<file path="config.mk">
export PLATFORM = sky130hd
export DESIGN_NAME = axis_wr_arbiter_flat
export DESIGN_NICKNAME = d
export VERILOG_FILES = /design/src/rtl/axis_pkg.sv /design/src/rtl/axis_if.sv /design/src/rtl/axis_out_reg.sv /design/src/rtl/axis_wr_arbiter.sv /design/src/flat_wrapper.sv
export SDC_FILE = /design/constraint.sdc
export NUM_CORES = 1
export LEC_CHECK = 0
export CAP_MARGIN = 25
export CORE_UTILIZATION = 44
export DETAILED_ROUTE_END_ITERATION = 10
export PLACE_DENSITY = 0.86
export REMOVE_ABC_BUFFERS = 1
export SYNTH_ARGS = -nofsm -noshare
export SYNTH_HDL_FRONTEND = slang
export SYNTH_SLANG_ARGS = --single-unit
</file>
<file path="constraint.sdc">
create_clock -name axis_aclk -period 3.3 [get_ports axis_aclk]
set_input_delay 0.825 -clock axis_aclk [delete_from_list [all_inputs] [get_ports axis_aclk]]
set_output_delay 0.825 -clock axis_aclk [all_outputs]
set_load 0.02 [all_outputs]
</file>
<file path="src/rtl/axis_pkg.sv">
// Shared definitions for the stream-memory front-end blocks: FSM encoding,
// default widths and a grant decode helper.
package axis_pkg;

  localparam int unsigned AXIS_DATA_WIDTH = 32;
  localparam int unsigned STRB_WIDTH      = AXIS_DATA_WIDTH / 8;

  localparam logic [1:0] ST_IDLE = 2'd0;
  localparam logic [1:0] ST_OWN0 = 2'd1;
  localparam logic [1:0] ST_OWN1 = 2'd2;

  function automatic logic [1:0] owner_grant(input logic [1:0] st);
    case (st)
      ST_OWN0: return 2'b01;
      ST_OWN1: return 2'b10;
      default: return 2'b00;
    endcase
  endfunction

endpackage

</file>
<file path="src/rtl/axis_if.sv">
// AXI-Stream bundle (data, byte strobes, valid, last, ready) with the
// producer side as master and the consumer side as slave.
interface axis_if #(
  parameter int unsigned DATA_WIDTH = 32
) ();

  logic [DATA_WIDTH-1:0]   tdata;
  logic [DATA_WIDTH/8-1:0] tstrb;
  logic                    tvalid;
  logic                    tlast;
  logic                    tready;

  modport master (
    output tdata,
    output tstrb,
    output tvalid,
    output tlast,
    input  tready
  );

  modport slave (
    input  tdata,
    input  tstrb,
    input  tvalid,
    input  tlast,
    output tready
  );

endinterface

</file>
<file path="src/rtl/axis_out_reg.sv">
// Fully registered AXI-Stream output slice: holds the beat while stalled and
// accepts a new beat whenever the register is empty or being drained.
module axis_out_reg #(
  parameter int unsigned DATA_WIDTH = 32
) (
  input  logic                    clk,
  input  logic                    rst_n,
  input  logic                    in_valid,
  input  logic [DATA_WIDTH-1:0]   in_data,
  input  logic [DATA_WIDTH/8-1:0] in_strb,
  input  logic                    in_last,
  output logic                    in_ready,
  axis_if.master                  mst
);

  logic                    valid_q;
  logic [DATA_WIDTH-1:0]   data_q;
  logic [DATA_WIDTH/8-1:0] strb_q;
  logic                    last_q;

  assign in_ready = !valid_q || mst.tready;

  always_ff @(posedge clk) begin
    if (!rst_n) begin
      valid_q <= 1'b0;
      data_q  <= '0;
      strb_q  <= '0;
      last_q  <= 1'b0;
    end else if (in_valid && in_ready) begin
      valid_q <= 1'b1;
      data_q  <= in_data;
      strb_q  <= in_strb;
      last_q  <= in_last;
    end else if (mst.tready) begin
      valid_q <= 1'b0;
    end
  end

  assign mst.tvalid = valid_q;
  assign mst.tdata  = data_q;
  assign mst.tstrb  = strb_q;
  assign mst.tlast  = last_q;

endmodule

</file>
<file path="src/rtl/axis_wr_arbiter.sv">
// Two-producer AXI-Stream arbiter in front of the stream memory write port:
// round-robin per packet, registered output, packets truncated at MAX_BEATS.
module axis_wr_arbiter
  import axis_pkg::*;
#(
  parameter int unsigned DATA_WIDTH = 32,
  parameter int unsigned MAX_BEATS  = 256,
  parameter int unsigned CNT_WIDTH  = 9
) (
  input  logic       axis_aclk,
  input  logic       axis_aresetn,
  axis_if.slave      s00_axis,
  axis_if.slave      s01_axis,
  axis_if.master     m00_axis,
  output logic [1:0] grant,
  output logic       len_err
);

  localparam int unsigned           StrbW   = DATA_WIDTH / 8;
  localparam logic [CNT_WIDTH-1:0] LastCnt = CNT_WIDTH'(MAX_BEATS - 1);

  logic [1:0]            state_q, state_d;
  logic                  last_owner_q, last_owner_d;
  logic [CNT_WIDTH-1:0]  beat_cnt_q, beat_cnt_d;
  logic                  len_err_q, len_err_d;
  logic                  src_valid, src_last, tlast_out, out_ready, accept;
  logic [DATA_WIDTH-1:0] src_data;
  logic [StrbW-1:0]      src_strb;

  always_comb begin
    src_valid = 1'b0;
    src_last  = 1'b0;
    src_data  = s00_axis.tdata;
    src_strb  = s00_axis.tstrb;
    case (state_q)
      ST_OWN0: begin
        src_valid = s00_axis.tvalid;
        src_last  = s00_axis.tlast;
      end
      ST_OWN1: begin
        src_valid = s01_axis.tvalid;
        src_last  = s01_axis.tlast;
        src_data  = s01_axis.tdata;
        src_strb  = s01_axis.tstrb;
      end
      default: ;
    endcase
  end

  assign s00_axis.tready = (state_q == ST_OWN0) && out_ready;
  assign s01_axis.tready = (state_q == ST_OWN1) && out_ready;
  assign accept          = src_valid && out_ready;
  assign tlast_out       = src_last || (beat_cnt_q == LastCnt);
  assign grant           = owner_grant(state_q);
  assign len_err         = len_err_q;

  always_comb begin
    state_d      = state_q;
    last_owner_d = last_owner_q;
    beat_cnt_d   = beat_cnt_q;
    len_err_d    = len_err_q;
    case (state_q)
      ST_IDLE: begin
        // On a tie the source that did not own the last packet wins.
        if (s00_axis.tvalid && s01_axis.tvalid) begin
          state_d = last_owner_q ? ST_OWN0 : ST_OWN1;
        end else if (s00_axis.tvalid) begin
          state_d = ST_OWN0;
        end else if (s01_axis.tvalid) begin
          state_d = ST_OWN1;
        end
      end
      ST_OWN0, ST_OWN1: begin
        if (accept) begin
          if (tlast_out) begin
            state_d      = ST_IDLE;
            last_owner_d = (state_q == ST_OWN1);
            beat_cnt_d   = '0;
            if (!src_last) len_err_d = 1'b1;
          end else begin
            beat_cnt_d = beat_cnt_q + CNT_WIDTH'(1);
          end
        end
      end
      default: state_d = ST_IDLE;
    endcase
  end

  always_ff @(posedge axis_aclk) begin
    if (!axis_aresetn) begin
      state_q      <= ST_IDLE;
      last_owner_q <= 1'b1;
      beat_cnt_q   <= '0;
      len_err_q    <= 1'b0;
    end else begin
      state_q      <= state_d;
      last_owner_q <= last_owner_d;
      beat_cnt_q   <= beat_cnt_d;
      len_err_q    <= len_err_d;
    end
  end

  axis_out_reg #(
    .DATA_WIDTH (DATA_WIDTH)
  ) u_out_reg (
    .clk      (axis_aclk),
    .rst_n    (axis_aresetn),
    .in_valid (src_valid),
    .in_data  (src_data),
    .in_strb  (src_strb),
    .in_last  (tlast_out),
    .in_ready (out_ready),
    .mst      (m00_axis)
  );

endmodule
</file>
<file path="src/flat_wrapper.sv">
// flat-port wrapper written by rule: the top's interface ports become plain ports
module axis_wr_arbiter_flat import axis_pkg::*;
#(
  parameter int unsigned DATA_WIDTH = 32,
  parameter int unsigned MAX_BEATS  = 256,
  parameter int unsigned CNT_WIDTH  = 9
)
  (axis_aclk, axis_aresetn, grant, len_err, s00_axis_tdata, s00_axis_tstrb, s00_axis_tvalid, s00_axis_tlast, s00_axis_tready, s01_axis_tdata, s01_axis_tstrb, s01_axis_tvalid, s01_axis_tlast, s01_axis_tready, m00_axis_tdata, m00_axis_tstrb, m00_axis_tvalid, m00_axis_tlast, m00_axis_tready);
  axis_if #(.DATA_WIDTH(DATA_WIDTH)) s00_axis_i ();
  axis_if #(.DATA_WIDTH(DATA_WIDTH)) s01_axis_i ();
  axis_if #(.DATA_WIDTH(DATA_WIDTH)) m00_axis_i ();
  input  logic axis_aclk;
  input  logic axis_aresetn;
  output logic [1:0] grant;
  output logic len_err;
  input wire logic [$bits(s00_axis_i.tdata)-1:0] s00_axis_tdata;
  input wire logic [$bits(s00_axis_i.tstrb)-1:0] s00_axis_tstrb;
  input wire logic [$bits(s00_axis_i.tvalid)-1:0] s00_axis_tvalid;
  input wire logic [$bits(s00_axis_i.tlast)-1:0] s00_axis_tlast;
  output wire logic [$bits(s00_axis_i.tready)-1:0] s00_axis_tready;
  input wire logic [$bits(s01_axis_i.tdata)-1:0] s01_axis_tdata;
  input wire logic [$bits(s01_axis_i.tstrb)-1:0] s01_axis_tstrb;
  input wire logic [$bits(s01_axis_i.tvalid)-1:0] s01_axis_tvalid;
  input wire logic [$bits(s01_axis_i.tlast)-1:0] s01_axis_tlast;
  output wire logic [$bits(s01_axis_i.tready)-1:0] s01_axis_tready;
  output wire logic [$bits(m00_axis_i.tdata)-1:0] m00_axis_tdata;
  output wire logic [$bits(m00_axis_i.tstrb)-1:0] m00_axis_tstrb;
  output wire logic [$bits(m00_axis_i.tvalid)-1:0] m00_axis_tvalid;
  output wire logic [$bits(m00_axis_i.tlast)-1:0] m00_axis_tlast;
  input wire logic [$bits(m00_axis_i.tready)-1:0] m00_axis_tready;
  assign s00_axis_i.tdata = s00_axis_tdata;
  assign s00_axis_i.tstrb = s00_axis_tstrb;
  assign s00_axis_i.tvalid = s00_axis_tvalid;
  assign s00_axis_i.tlast = s00_axis_tlast;
  assign s00_axis_tready = s00_axis_i.tready;
  assign s01_axis_i.tdata = s01_axis_tdata;
  assign s01_axis_i.tstrb = s01_axis_tstrb;
  assign s01_axis_i.tvalid = s01_axis_tvalid;
  assign s01_axis_i.tlast = s01_axis_tlast;
  assign s01_axis_tready = s01_axis_i.tready;
  assign m00_axis_tdata = m00_axis_i.tdata;
  assign m00_axis_tstrb = m00_axis_i.tstrb;
  assign m00_axis_tvalid = m00_axis_i.tvalid;
  assign m00_axis_tlast = m00_axis_i.tlast;
  assign m00_axis_i.tready = m00_axis_tready;
  axis_wr_arbiter #(.DATA_WIDTH(DATA_WIDTH), .MAX_BEATS(MAX_BEATS), .CNT_WIDTH(CNT_WIDTH)) u_core (.axis_aclk(axis_aclk), .axis_aresetn(axis_aresetn), .s00_axis(s00_axis_i), .s01_axis(s01_axis_i), .m00_axis(m00_axis_i), .grant(grant), .len_err(len_err));
endmodule
</file>
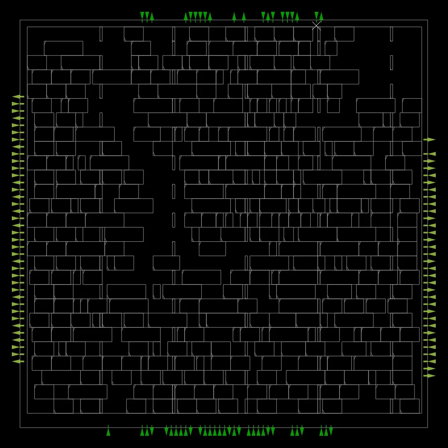
Run 1: placement view
site row count: 27
fill cell count: 447
post-layout util: 0.6919
Final Non-Filler Cells: 438
sequential fraction of total cell area: 0.2680

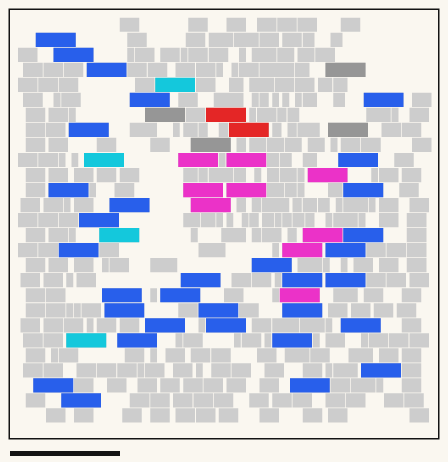
Run 1: where the registers sit
The bar under the picture is 20 microns long.
- u_core.u_out_reg.mst.tdata: blue (sequential cells 32; where widely spread)
- u_core.beat_cnt_q: magenta (sequential cells 9; where middle)
- u_core.u_out_reg.mst.tstrb: cyan (sequential cells 4)
- u_core.state_q: red (sequential cells 2)
Seq. pwr: 0.768 mW
register area: 1021 sq um

==> Changelog: implementation, run 1 <==
### Implementation results

* Run status: finished, violations left
* Violations in the final reports: design-rule violations
* 1st-pass router iterations at 7
* Sw power at 0.8323 mW
* Endpoint of the lowest-slack register-to-register path: u_core.u_out_reg.mst.tdata[31]$_SDFFE_PN0P_
* Met1 Usage GRT at 0.2190
* Number of enable-type register cells in the synthesized netlist at 0
* Number of cells produced by synthesis at 253
* Highest achievable clock rate at 0.3374 GHz
* Total non-filler cell area in the finished layout at 3810 sq um
* Count of vias placed by the detailed router at 2253
* Number of antenna violations at the first check in global routing at 0
* Share of the clock period used by the worst path after layout at 0.8981
* Clock tree from TritonCTS: done
* Clock root buffer: clkbuf_8
* Number of multi-input logic gates at 177
* Clock transition at the registers of the reported paths at 0.08 ns
* Met2 layer usage reported by global route at 0.3566
* DIE WIDTH at 77.47 microns
* Worst hold slack at 0.4685 ns
* # resized after CTS at 0
* Share of post-route cells with drive strength above 1 at 0.06557
* Master of the slowest instance on the critical path: clkdlybuf4s50_1
* P_clk at 0.330 mW
* Ys cells at 253
* Worst hold stages at 2
* Post-detailed-route count of antenna-violating nets at 0
* Dominant logic cell types in the final layout: 121 x clkdlybuf4s50_1, 51 x dfxtp_1, 38 x mux2i_1
* Number of flip-flops under the largest register name at 32
* Flop count at 51
* Sort of element at the start of the critical path: primary input
* Number of OpenROAD warnings at 29
* Placer's final routability congestion estimate at 0.8224
* Leakage power summed over all cells at 1.614 nW
* Full die area at 6002 sq um
* GR Layer Usage met3 at 0.07529
* Fraction of the mapped netlist area in adder cells at 0.03495
* IO Count at 122
* Required @ worst endpoint at 2.47 ns
* Max H-tree Level at 2
* Combinational fraction of design power at 0.515
* Number of buffers added on ports at 121
* TNS Setup at 0 ns
* Reg2Reg Launch Point: u_core.state_q[0]$_SDFFE_PN0P_
* Combinational fraction of the cell area at 0.3563
* Most area-hungry cell type in the Yosys netlist: dfxtp_1
* Num CTS Buffers at 5
* Final Max-Slew Violation Tally at 0
* Setup crit end kind: output port
* Register area share after synthesis at 0.4074
* Relative contribution of the clock network to total power at 0.146
* Worst-case setup slack after placement at 0.3292 ns
* Post-layout minimum cycle time at 2.964 ns
* List of most frequent post-synthesis cells: 51 x dfxtp_1, 38 x mux2i_1, 33 x nand2_1
* Via density per instance at 5.144
* Proportion of synthesized flip-flops having asynchronous set or reset at 0
* Post-detailed-placement half-perimeter wirelength at 4.436 mm
* Cell family with the largest share of critical-path delay: buffers and inverters
* Number of non-clock inverters at 5
* Reg-to-reg slack, setup at 0.88 ns
* CP max stage delay at 0.60 ns
* Peak-usage layer in the global routing report: met2
* Die Span Y at 77.47 microns
* Maximum number of pins on one net before global-route repair at 80
* Final setup fails at 0
* Logic area at 1358 sq um
* Number of buffers inserted to repair setup after CTS at 0
* Part of the total power dissipated in sequential elements at 0.339
* Wire length after detailed routing at 5.693 mm
* Number of global-route vias before repair at 2216
* Min setup slack post-route at 0.3362 ns
* Post-Synthesis Cell Area at 2506 sq um
* Cell-internal power at 1.435 mW
* Detailed-routed wire length on met2 at 2.859 mm
* Wire length of the first global-routing pass at 9.687 mm
* DRC violation count after routing at 2
* Simple-Gate Area Share at 0.1288
* Maximum fanout along the worst path at 3
* Wire length on met1 at 2.322 mm
* Warnings from Yosys at 0
* Residual overflow from global routing at 0
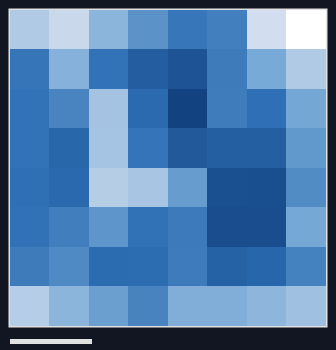
Run 1: local utilization
The bar under the picture is 20 microns long. 8 x 8 tiles, from white (low) to dark blue (high), 0 to 100% covered.
- mean over tiles: 62%
- fullest tile: 93%
- nearly empty tiles: 1.6%
- tiles over 75% full: 27%
- emptiest ninth of the die: top right
Pre-Place Util: 0.4551
Core Area: 5507 sq um

Run 1, port wiring:
The bar under the picture is 20 microns long.
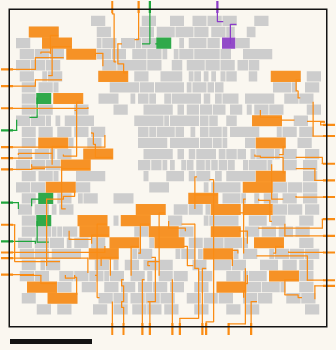

--- run 2 (diff from run 1) ---
--- a/constraint.sdc
+++ b/constraint.sdc
@@ -3,2 +3,2 @@
 set_output_delay 0.825 -clock axis_aclk [all_outputs]
-set_load 0.02 [all_outputs]
+set_load 0.01 [all_outputs]
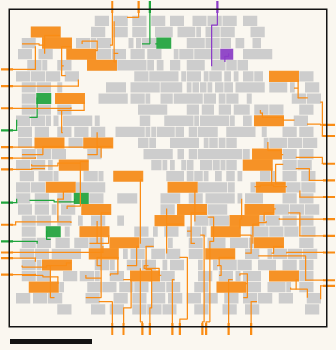
Run 2: port wiring
The bar under the picture is 20 microns long.
- s00_axis_tstrb: green (bits 4; direction input; edge 3 left, 1 top; end cells 4; buffers 4; wire 44.3 microns)
- m00_axis_tdata: orange (bits 32; direction output; edge 10 bottom, 10 left, 10 right, 2 top; end cells 32; buffers 32; wire 799 microns)
- s01_axis_tlast: purple (bits 1; direction input; edge top; end cells 1; buffers 1; wire 17.8 microns)
number of buffers added on ports: 121
IO Count: 122

==> run 2 against run 1 <==
The run still ends with design-rule violations left. Area after synthesis unchanged. First-iteration DRC count grew 8.8%. Global-route usage down 0.10 points. Critical path type unchanged. Via count about the same. Non-clock buffer count is the same. Largest cell class unchanged. Clock skew increased by 0.0026 ns. Hold slack better by 0.0069 ns.
==> Changelog: implementation, run 2 <==
### Implementation results

* Worst hold stages at 2 (unchanged)
* Maximum number of pins on one net before global-route repair at 80 (unchanged)
* List of most frequent post-synthesis cells: 51 x dfxtp_1, 38 x mux2i_1, 33 x nand2_1 (unchanged)
* Endpoint of the lowest-slack register-to-register path: u_core.u_out_reg.mst.tdata[15]$_SDFFE_PN0P_ (was u_core.u_out_reg.mst.tdata[31]$_SDFFE_PN0P_)
* Site row count at 27 (unchanged)
* Fraction of the mapped netlist area in adder cells at 0.03495 (unchanged)
* Cell family with the largest share of critical-path delay: buffers and inverters (unchanged)
* DRC violation count after routing at 2 (unchanged)
* Dominant logic cell types in the final layout: 121 x clkdlybuf4s50_1, 51 x dfxtp_1, 38 x mux2i_1 (unchanged)
* Wire length on met1 at 2.418 mm (was 2.322 mm)
* Min setup slack post-route at 0.4084 ns (was 0.3362 ns)
* Number of OpenROAD warnings at 29 (unchanged)
* Number of non-clock inverters at 5 (unchanged)
* Max H-tree Level at 2 (unchanged)
* Sw power at 0.7749 mW (was 0.8323 mW)
* Full die area at 6002 sq um (unchanged)
* Wire length after detailed routing at 5.833 mm (was 5.693 mm)
* Number of enable-type register cells in the synthesized netlist at 0 (unchanged)
* Peak-usage layer in the global routing report: met2 (unchanged)
* Post-detailed-route count of antenna-violating nets at 0 (unchanged)
* Sequential fraction of total cell area at 0.2655 (was 0.2680)
* Share of post-route cells with drive strength above 1 at 0.07104 (was 0.06557)
* Number of cells produced by synthesis at 253 (unchanged)
* Fill cell count at 456 (was 447)
* Final setup fails at 0 (unchanged)
* Relative contribution of the clock network to total power at 0.192 (was 0.146)
* Number of antenna violations at the first check in global routing at 0 (unchanged)
* Master of the slowest instance on the critical path: clkdlybuf4s50_1 (unchanged)
* Simple-Gate Area Share at 0.1288 (unchanged)
* GR Layer Usage met3 at 0.08000 (was 0.07529)
* Combinational fraction of design power at 0.475 (was 0.515)
* Part of the total power dissipated in sequential elements at 0.333 (was 0.339)
* Required @ worst endpoint at 2.47 ns (about the same)
* Register area share after synthesis at 0.4074 (unchanged)
* Clock tree from TritonCTS: done (unchanged)
* Combinational fraction of the cell area at 0.3530 (was 0.3563)
* Leakage power summed over all cells at 1.633 nW (was 1.614 nW)
* Maximum fanout along the worst path at 3 (unchanged)
* Reg-to-reg slack, setup at 0.86 ns (was 0.88 ns)
* Post-Synthesis Cell Area at 2506 sq um (unchanged)
* Reg2Reg Launch Point: u_core.state_q[0]$_SDFFE_PN0P_ (unchanged)
* Run status: finished, violations left (unchanged)
* Number of global-route vias before repair at 2184 (was 2216)
* Count of vias placed by the detailed router at 2254 (was 2253)
* Die Span Y at 77.47 microns (unchanged)
* Proportion of synthesized flip-flops having asynchronous set or reset at 0 (unchanged)
* Violations in the final reports: design-rule violations (unchanged)
* Residual overflow from global routing at 0 (unchanged)
Power figures rest on the tool's default switching activity, not on a simulated workload.
